<file path="src/rtl/alu_issue_stage.sv">
// ID/EX pipeline register feeding the ALU, with load-use / RAW hazard detection.
// Optional operand forwarding from MEM/WB is enabled by defining ALU_ISSUE_FWD_EN.
module alu_issue_stage #(
  localparam int unsigned DW  = 16,
  localparam int unsigned RW  = 3,
  localparam int unsigned OPW = 5,
  localparam int unsigned FNW = 2
) (
  input  logic           clk,
  input  logic           rst_n,
  input  logic           id_valid,
  input  logic [OPW-1:0] id_opcode,
  input  logic [FNW-1:0] id_funct,
  input  logic [RW-1:0]  id_rs,
  input  logic [RW-1:0]  id_rt,
  input  logic           id_use_rt,
  input  logic [RW-1:0]  id_rd,
  input  logic           id_wr_en,
  input  logic           id_is_load,
  input  logic [DW-1:0]  id_a_data,
  input  logic [DW-1:0]  id_b_data,
  input  logic [DW-1:0]  id_imm,
  input  logic           exm_valid,
  input  logic           exm_wr_en,
  input  logic [RW-1:0]  exm_rd,
  input  logic [DW-1:0]  exm_result,
  input  logic           mwb_valid,
  input  logic           mwb_wr_en,
  input  logic [RW-1:0]  mwb_rd,
  input  logic [DW-1:0]  mwb_result,
  input  logic           flush,
  input  logic           ex_hold,
  output logic           ex_valid,
  output logic [OPW-1:0] ex_opcode,
  output logic [FNW-1:0] ex_funct,
  output logic [DW-1:0]  ex_ain,
  output logic [DW-1:0]  ex_bin,
  output logic [RW-1:0]  ex_rd,
  output logic           ex_wr_en,
  output logic           ex_is_load,
  output logic           stall_id
);

  logic [DW-1:0] a_q;
  logic [DW-1:0] b_q;
  logic [RW-1:0] rs_q;
  logic [RW-1:0] rt_q;
  logic          use_rt_q;
  logic          load_use;
  logic          hazard;

  // True when a valid, writing producer targets a source the ID instruction reads.
  function automatic logic src_hit(input logic v, input logic we, input logic [RW-1:0] rd,
                                   input logic [RW-1:0] rs, input logic [RW-1:0] rt,
                                   input logic use_rt);
    return v & we & ((rd == rs) | (use_rt & (rd == rt)));
  endfunction

  assign load_use = id_valid & ex_is_load &
                    src_hit(ex_valid, ex_wr_en, ex_rd, id_rs, id_rt, id_use_rt);

`ifdef ALU_ISSUE_FWD_EN
  // Select the youngest in-flight producer of src; MEM wins over WB.
  function automatic logic [DW-1:0] fwd_sel(input logic [RW-1:0] src, input logic [DW-1:0] base,
                                            input logic en,
                                            input logic m_v, input logic m_we, input logic [RW-1:0] m_rd,
                                            input logic [DW-1:0] m_res,
                                            input logic w_v, input logic w_we, input logic [RW-1:0] w_rd,
                                            input logic [DW-1:0] w_res);
    if (en && m_v && m_we && (m_rd == src)) return m_res;
    if (en && w_v && w_we && (w_rd == src)) return w_res;
    return base;
  endfunction

  assign hazard = load_use;
  assign ex_ain = fwd_sel(rs_q, a_q, ex_valid, exm_valid, exm_wr_en, exm_rd, exm_result,
                          mwb_valid, mwb_wr_en, mwb_rd, mwb_result);
  assign ex_bin = fwd_sel(rt_q, b_q, ex_valid & use_rt_q, exm_valid, exm_wr_en, exm_rd, exm_result,
                          mwb_valid, mwb_wr_en, mwb_rd, mwb_result);
`else
  logic unused_fwd;

  // No bypass anywhere: any in-flight writer of a used source must drain first.
  assign hazard = load_use | (id_valid & (
                    src_hit(ex_valid, ex_wr_en, ex_rd, id_rs, id_rt, id_use_rt) |
                    src_hit(exm_valid, exm_wr_en, exm_rd, id_rs, id_rt, id_use_rt) |
                    src_hit(mwb_valid, mwb_wr_en, mwb_rd, id_rs, id_rt, id_use_rt)));
  assign ex_ain = a_q;
  assign ex_bin = b_q;
  assign unused_fwd = ^{exm_result, mwb_result, rs_q, rt_q, use_rt_q};
`endif

  assign stall_id = (hazard | ex_hold) & ~flush & rst_n;

  // Pipeline register: flush > hold > bubble > capture.
  always_ff @(posedge clk or negedge rst_n) begin
    if (!rst_n) begin
      ex_valid   <= 1'b0;
      ex_opcode  <= '0;
      ex_funct   <= '0;
      ex_rd      <= '0;
      ex_wr_en   <= 1'b0;
      ex_is_load <= 1'b0;
      a_q        <= '0;
      b_q        <= '0;
      rs_q       <= '0;
      rt_q       <= '0;
      use_rt_q   <= 1'b0;
    end else if (flush) begin
      ex_valid <= 1'b0;
    end else if (!ex_hold) begin
      if (stall_id) begin
        ex_valid <= 1'b0;
      end else begin
        ex_valid   <= id_valid;
        ex_opcode  <= id_opcode;
        ex_funct   <= id_funct;
        ex_rd      <= id_rd;
        ex_wr_en   <= id_wr_en;
        ex_is_load <= id_is_load;
        a_q        <= id_a_data;
        b_q        <= id_use_rt ? id_b_data : id_imm;
        rs_q       <= id_rs;
        rt_q       <= id_rt;
        use_rt_q   <= id_use_rt;
      end
    end
  end

endmodule

</file>
<file path="config.mk">
export PLATFORM = sky130hd
export DESIGN_NAME = alu_issue_stage
export DESIGN_NICKNAME = d
export VERILOG_FILES = /design/src/rtl/alu_issue_stage.sv
export SDC_FILE = /design/constraint.sdc
export NUM_CORES = 1
export LEC_CHECK = 0
export CORE_ASPECT_RATIO = 1.2
export CORE_UTILIZATION = 40
export CTS_BUF_LIST = sky130_fd_sc_hd__clkbuf_4 sky130_fd_sc_hd__clkbuf_8
export DETAILED_ROUTE_END_ITERATION = 8
export PLACE_DENSITY = 0.79
export SYNTH_ARGS = -nofsm -noshare
export SYNTH_HDL_FRONTEND = slang
export SYNTH_SLANG_ARGS = --single-unit
export TNS_END_PERCENT = 1
</file>
<file path="constraint.sdc">
create_clock -name clk -period 2.2 [get_ports clk]
set_input_delay 0.44 -clock clk [delete_from_list [all_inputs] [get_ports clk]]
set_output_delay 0.44 -clock clk [all_outputs]
set_load 0.01 [all_outputs]
</file>
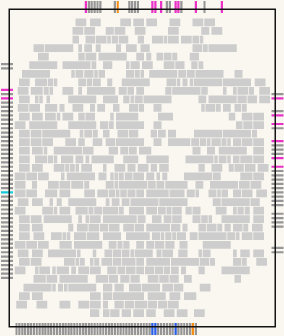
Fig. 1. Pin map.
Pins as bars across the die edge, other pins in grey.
colour	port	pins	direction	edge
magenta	ex_ain	16	output	8 top, 6 right, 2 left
orange	id_funct	2	input	1 bottom, 1 top
cyan	ex_hold	1	input	left
blue	ex_rd	3	output	bottom
all pins by edge	63 bottom, 47 left, 27 right, 23 top

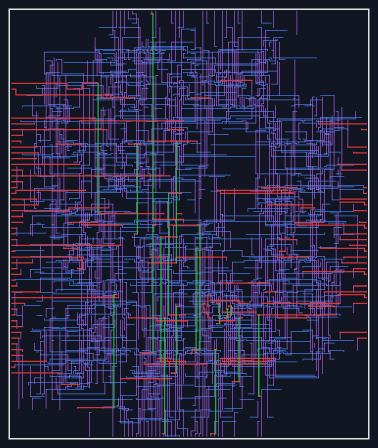
Fig. 2. Metal layers overlaid.
colour	layer	wire length
purple	M2	5,440 µm
green	M4	402 µm
blue	M1	4,340 µm
red	M3	959 µm
via count of the routed design: 3,747
Routed WL per cell: 18.4 µm
WL final: 11,100 µm
global-route total usage across every layer: 26.2%

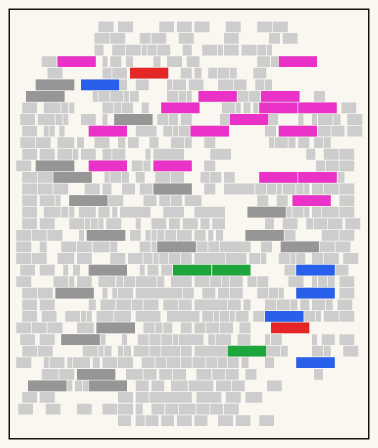
Fig. 3. Sequential cells grouped by signal name.
Other sequential cells in the stronger grey, the rest of the logic in the fainter grey.
colour	signal	sequential cells
red	ex_funct	2
blue	ex_opcode	5
green	ex_rd	3
magenta	ex_ain	16
Storage cell area: 0.00113 mm²
final core occ: 65.6%
register fraction of the total cell area: 22.2%
power in sequential cells: 1.14 mW

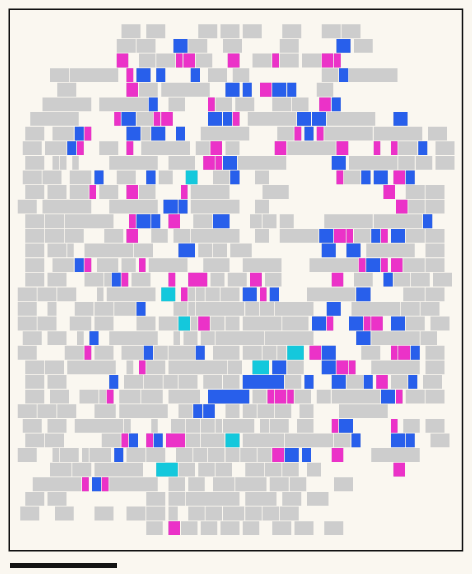
Fig. 4. Logic cells by family.
Bar = 20 µm.
colour	family	cells	most used
magenta	nand cells	81	nand2_1
cyan	and/or cells	7	and4_1
blue	aoi and oai cells	85	a21oi_1

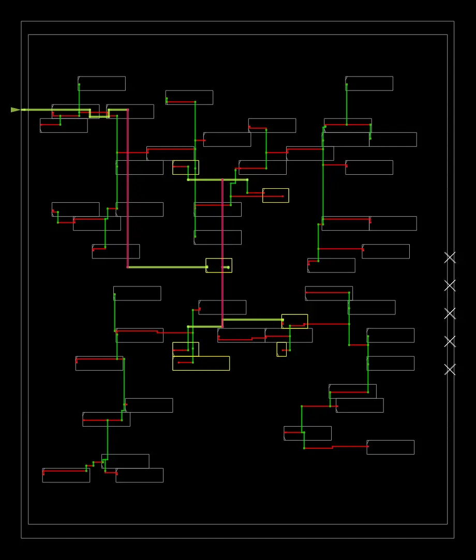
Fig. 5. Clock nets.
Skew-Pair Late Insertion Delay: 300 ps
TritonCTS Buffers: 5
number of sequential cells in the layout: 45
TritonCTS sink count: 45

repair_timing:
action / CTS / global route
buffers inserted: 5 / 1
gates resized: 38 / 6
setup endpoints to repair: 46 / 45
hold endpoints to repair: 0 / 0
pin swaps: 11 / 7
state kept, by name (all words and copies together), names as in the netlist:
| name | cells |
|---|---|
| ex_opcode | 5 |
| ex_ain | 16 |
| ex_wr_en | 1 |
| ex_funct | 2 |
| ex_valid | 1 |
| ex_is_load | 1 |
| ex_rd | 3 |
| ex_bin | 16 |
routing by layer:
metal | track usage (%) | vias up | wire length [µm]
li1 | - | 1709 | -
met1 | 33.8 | 1804 | 4340
met2 | 42.6 | 197 | 5440
met3 | 5.65 | 37 | 958
met4 | 11.3 | 0 | 401
met5 | 0 | - | 0
==> notes.md <==
The following summarizes the physical implementation.

Run status
The flow ran to the end, but the final reports show violations. The final reports fail on design-rule violations, negative setup slack.

Hold path
The worst min-delay path class is primary input to asynchronous set/reset pin.

Finish
The filler cells instantiated in the layout total between 600 and 700. The final layout report lists a clock buffer count of 5. The number of multi-input combinational cells in the layout is ~290.

The synthesis-to-layout area growth is 57.1%. The area of all placed cells without fillers is 0.00508 mm². The area of the multi-input gates is 0.00205 mm². Looking at the area split, the leading class of cells is multi-input combinational cells. In the layout the commonest cells are sky130_fd_sc_hd__clkdlybuf4s50_1 (110), sky130_fd_sc_hd__nand2_1 (46), sky130_fd_sc_hd__dfrtp_1 (45). Of the cells placed in the final design, the portion with a size suffix greater than 1 is between 15 and 20%.

The highest-count logic cell in the final layout is sky130_fd_sc_hd__clkdlybuf4s50_1. The non-clock inverter count in the final layout is 2. The number of buffers outside the clock class in the layout is 174.

After layout the signal buffers, clock cells excluded, come to around a third of cell area. The fraction of area in multi-input gates is around 40%. The final cell count without fillers is around 600. The final antenna diode tally reported by the flow is 0.

The net count of the finished layout is between 600 and 700. In the final layout, clock buffers and inverters account for roughly 2.0% of the cell area.

Detailed routing
The pre-antenna-repair detailed-routing pass consisted of 7 iterations. The routed via count divided by cell count is between 6 and 7. The detail route stage leaves a number of antenna-violating nets equal to 0. The detailed-route DRC error count is 10. The initial DRC count is 221.

Synth
The simple logic cell fraction of the synthesized area is between 20% and 30%. The synthesis run shows multiplexers occupying 5.07% of the cell area. The post-synthesis sequential element count is between 40 and 50. Before any placement, the netlist area is recorded as roughly 0.0032 mm². The cell type with the largest total area after synthesis is sky130_fd_sc_hd__dfrtp_1.

The area fraction in full adders, half adders and majority gates is 0%. The commonest cells after synthesis are sky130_fd_sc_hd__nand2_1 (47), sky130_fd_sc_hd__dfrtp_1 (45), sky130_fd_sc_hd__a21oi_1 (44). The synthesized design contains 0 enable-type register cells. The Yosys chip area is roughly 0.0032 mm². The top cell type by instance count after synthesis is sky130_fd_sc_hd__nand2_1. The xor/xnor share of the synthesized area is 4.87%. The largest family of logic cells by area is AND-OR/OR-AND gates. The async set-reset flop share out of synthesis is 100%. Yosys printed 0 warnings.

The AND-OR/OR-AND share of the synthesized area is 28.9%. The number of cells reported by Yosys stat comes to approximately 370. The mean instance size in the synthesized netlist is around 8.7 µm². In the synthesized netlist, the number of instances is approximately 370.

The distinct cell type count of the synthesized netlist is 34. The share of the yosys chip area belonging to registers is between 30% and 40%. The primary flip-flop cell chosen by synthesis mapping is sky130_fd_sc_hd__dfrtp_1. The net count after synthesis is ~490. The fraction of post-synthesis cell area in the top cell type by area is 34.8%. After synthesis, the cell types taking the most area are sky130_fd_sc_hd__dfrtp_1 (35%), sky130_fd_sc_hd__a22o_1 (7.6%), sky130_fd_sc_hd__o211ai_1 (7.2%), sky130_fd_sc_hd__a21oi_1 (6.8%), sky130_fd_sc_hd__nand4_1 (6.2%).

Floorplanning
The die covers about 0.0085 mm². The total core area is just under 0.008 mm². The effective utilization at floorplan is 41.7%. The flow inserted a little over 90 tap cells.

The floorplan step set the die height to approximately 100 µm. The standard-cell row count is 35. The number of placed I/O pins is between 150 and 200. The horizontal die dimension reported for this design is 84.1 µm.

Timing
Counting I/O delays and the setup requirement, the final critical path takes around 2400 ps. The highest clock frequency the design can meet is 418 MHz. For the final database, setup skew stands at 6.80 ps.

On the final layout, the worst hold slack is ~130 ps. The worst relative slew slack is just under 70%. The transition time recorded at the tightest slew-check pin is 460 ps. For this run, the final setup violation count is recorded as 24.

The number of hold violations in the final report is 0. The final max-slew violation count recorded for this run is 0. The post-route clock period utilization is 109%. Setup repair after global routing could not meet its margin everywhere.

Across all setup checks in the final design, the least slack found is -190 ps. In the final timing run, aggregate negative setup slack is -881 ps.

Setup path
The startpoint class of the critical path is a primary input. The script reports the combined buffer and inverter count of the critical path as 3. The worst setup path is of the primary input to output port kind.

The highest net fanout along the worst path is 3. Per STA, the worst path is made up of dlygate4sd2_1, xor2_1, nor3_2, buf_4, o211ai_4, a31oi_1, o211a_1, buf_2. On the critical path, the stage with the largest delay is an instance of sky130_fd_sc_hd__dlygate4sd2_1.

On the worst path, the slowest cell contributes a delay of about 300 ps. The reg-to-reg critical path startpoint is ex_rd[1]$_DFFE_PN0P_. STA shows the worst reg2reg path with a cell count of 8.

The arrival time of the worst setup path is between 1500 and 2000 ps. Following the worst setup path forward leads to its endpoint at stall_id. The critical path starts at id_rs[0]. Looking at the reg2reg group, the worst path ends at ex_funct[1]$_DFFE_PN0P_.

Broken down by cell family, the worst path's largest delay share belongs to buffers and inverters. The data required time reported for the critical path is roughly 1800 ps. The instance count on the critical path is 8. The minimum setup slack among reg-to-reg paths is around 60 ps. The element type at the critical path end is an output port.

Clocking
Per the CTS log, the root buffer master is sky130_fd_sc_hd__clkbuf_8. The longest clock path from root to sink contains 2 buffers. The clock slew at the register clock pins of the worst setup and hold paths is approximately 80 ps.

The maximum level of the CTS H-tree is 2. The hold buffer count at cts is 0. The CTS tree is built.

Placed design
The cell count after placement is between 500 and 600. After detailed placement, the total cell area comes to between 0.004 and 0.005 mm². Detailed placement finished with a half-perimeter wire length of 7430 µm.

The weighted congestion at the end of routability-driven global placement is 0.820. The count of buffers added on input and output ports is 127. Before CTS, the worst setup slack after placement is -777 ps.

Power and ir drop
Looking at the VDD voltage map, the peak drop is around 0.29 mV. The total power density per cell area is around 590 mW/mm². The clock group share of total power is between 20% and 30%. The switching power as a share of total power is between 30 and 40%. The combinational power is 1.24 mW. Total power for the finished layout comes to ~3.0 mW. The register share of total power is a little under two fifths.

The leakage power is 2.05 nW. In the power breakdown, the internal column shows a little over 2 mW. The power dissipated by switching net loads is around 0.97 mW. Per report_power, the Clock row totals ~0.62 mW.

The combinational share of power is approximately 41%. Of all power groups, the one with the highest power is combinational cells.

Global route
Entering global routing, the biggest net connects about 60 pins. The wire length of the first global-routing pass is 17,900 µm. The number of antenna violations at the first check in global routing came to 0. The global-route congestion overflow total is 0. The via count of the first global-routing pass is around 3,600.

Run
The total of max-cap violations is 0. The stage logs contain a warning count of around 60.
Power figures rest on the tool's default switching activity, not on a simulated workload.
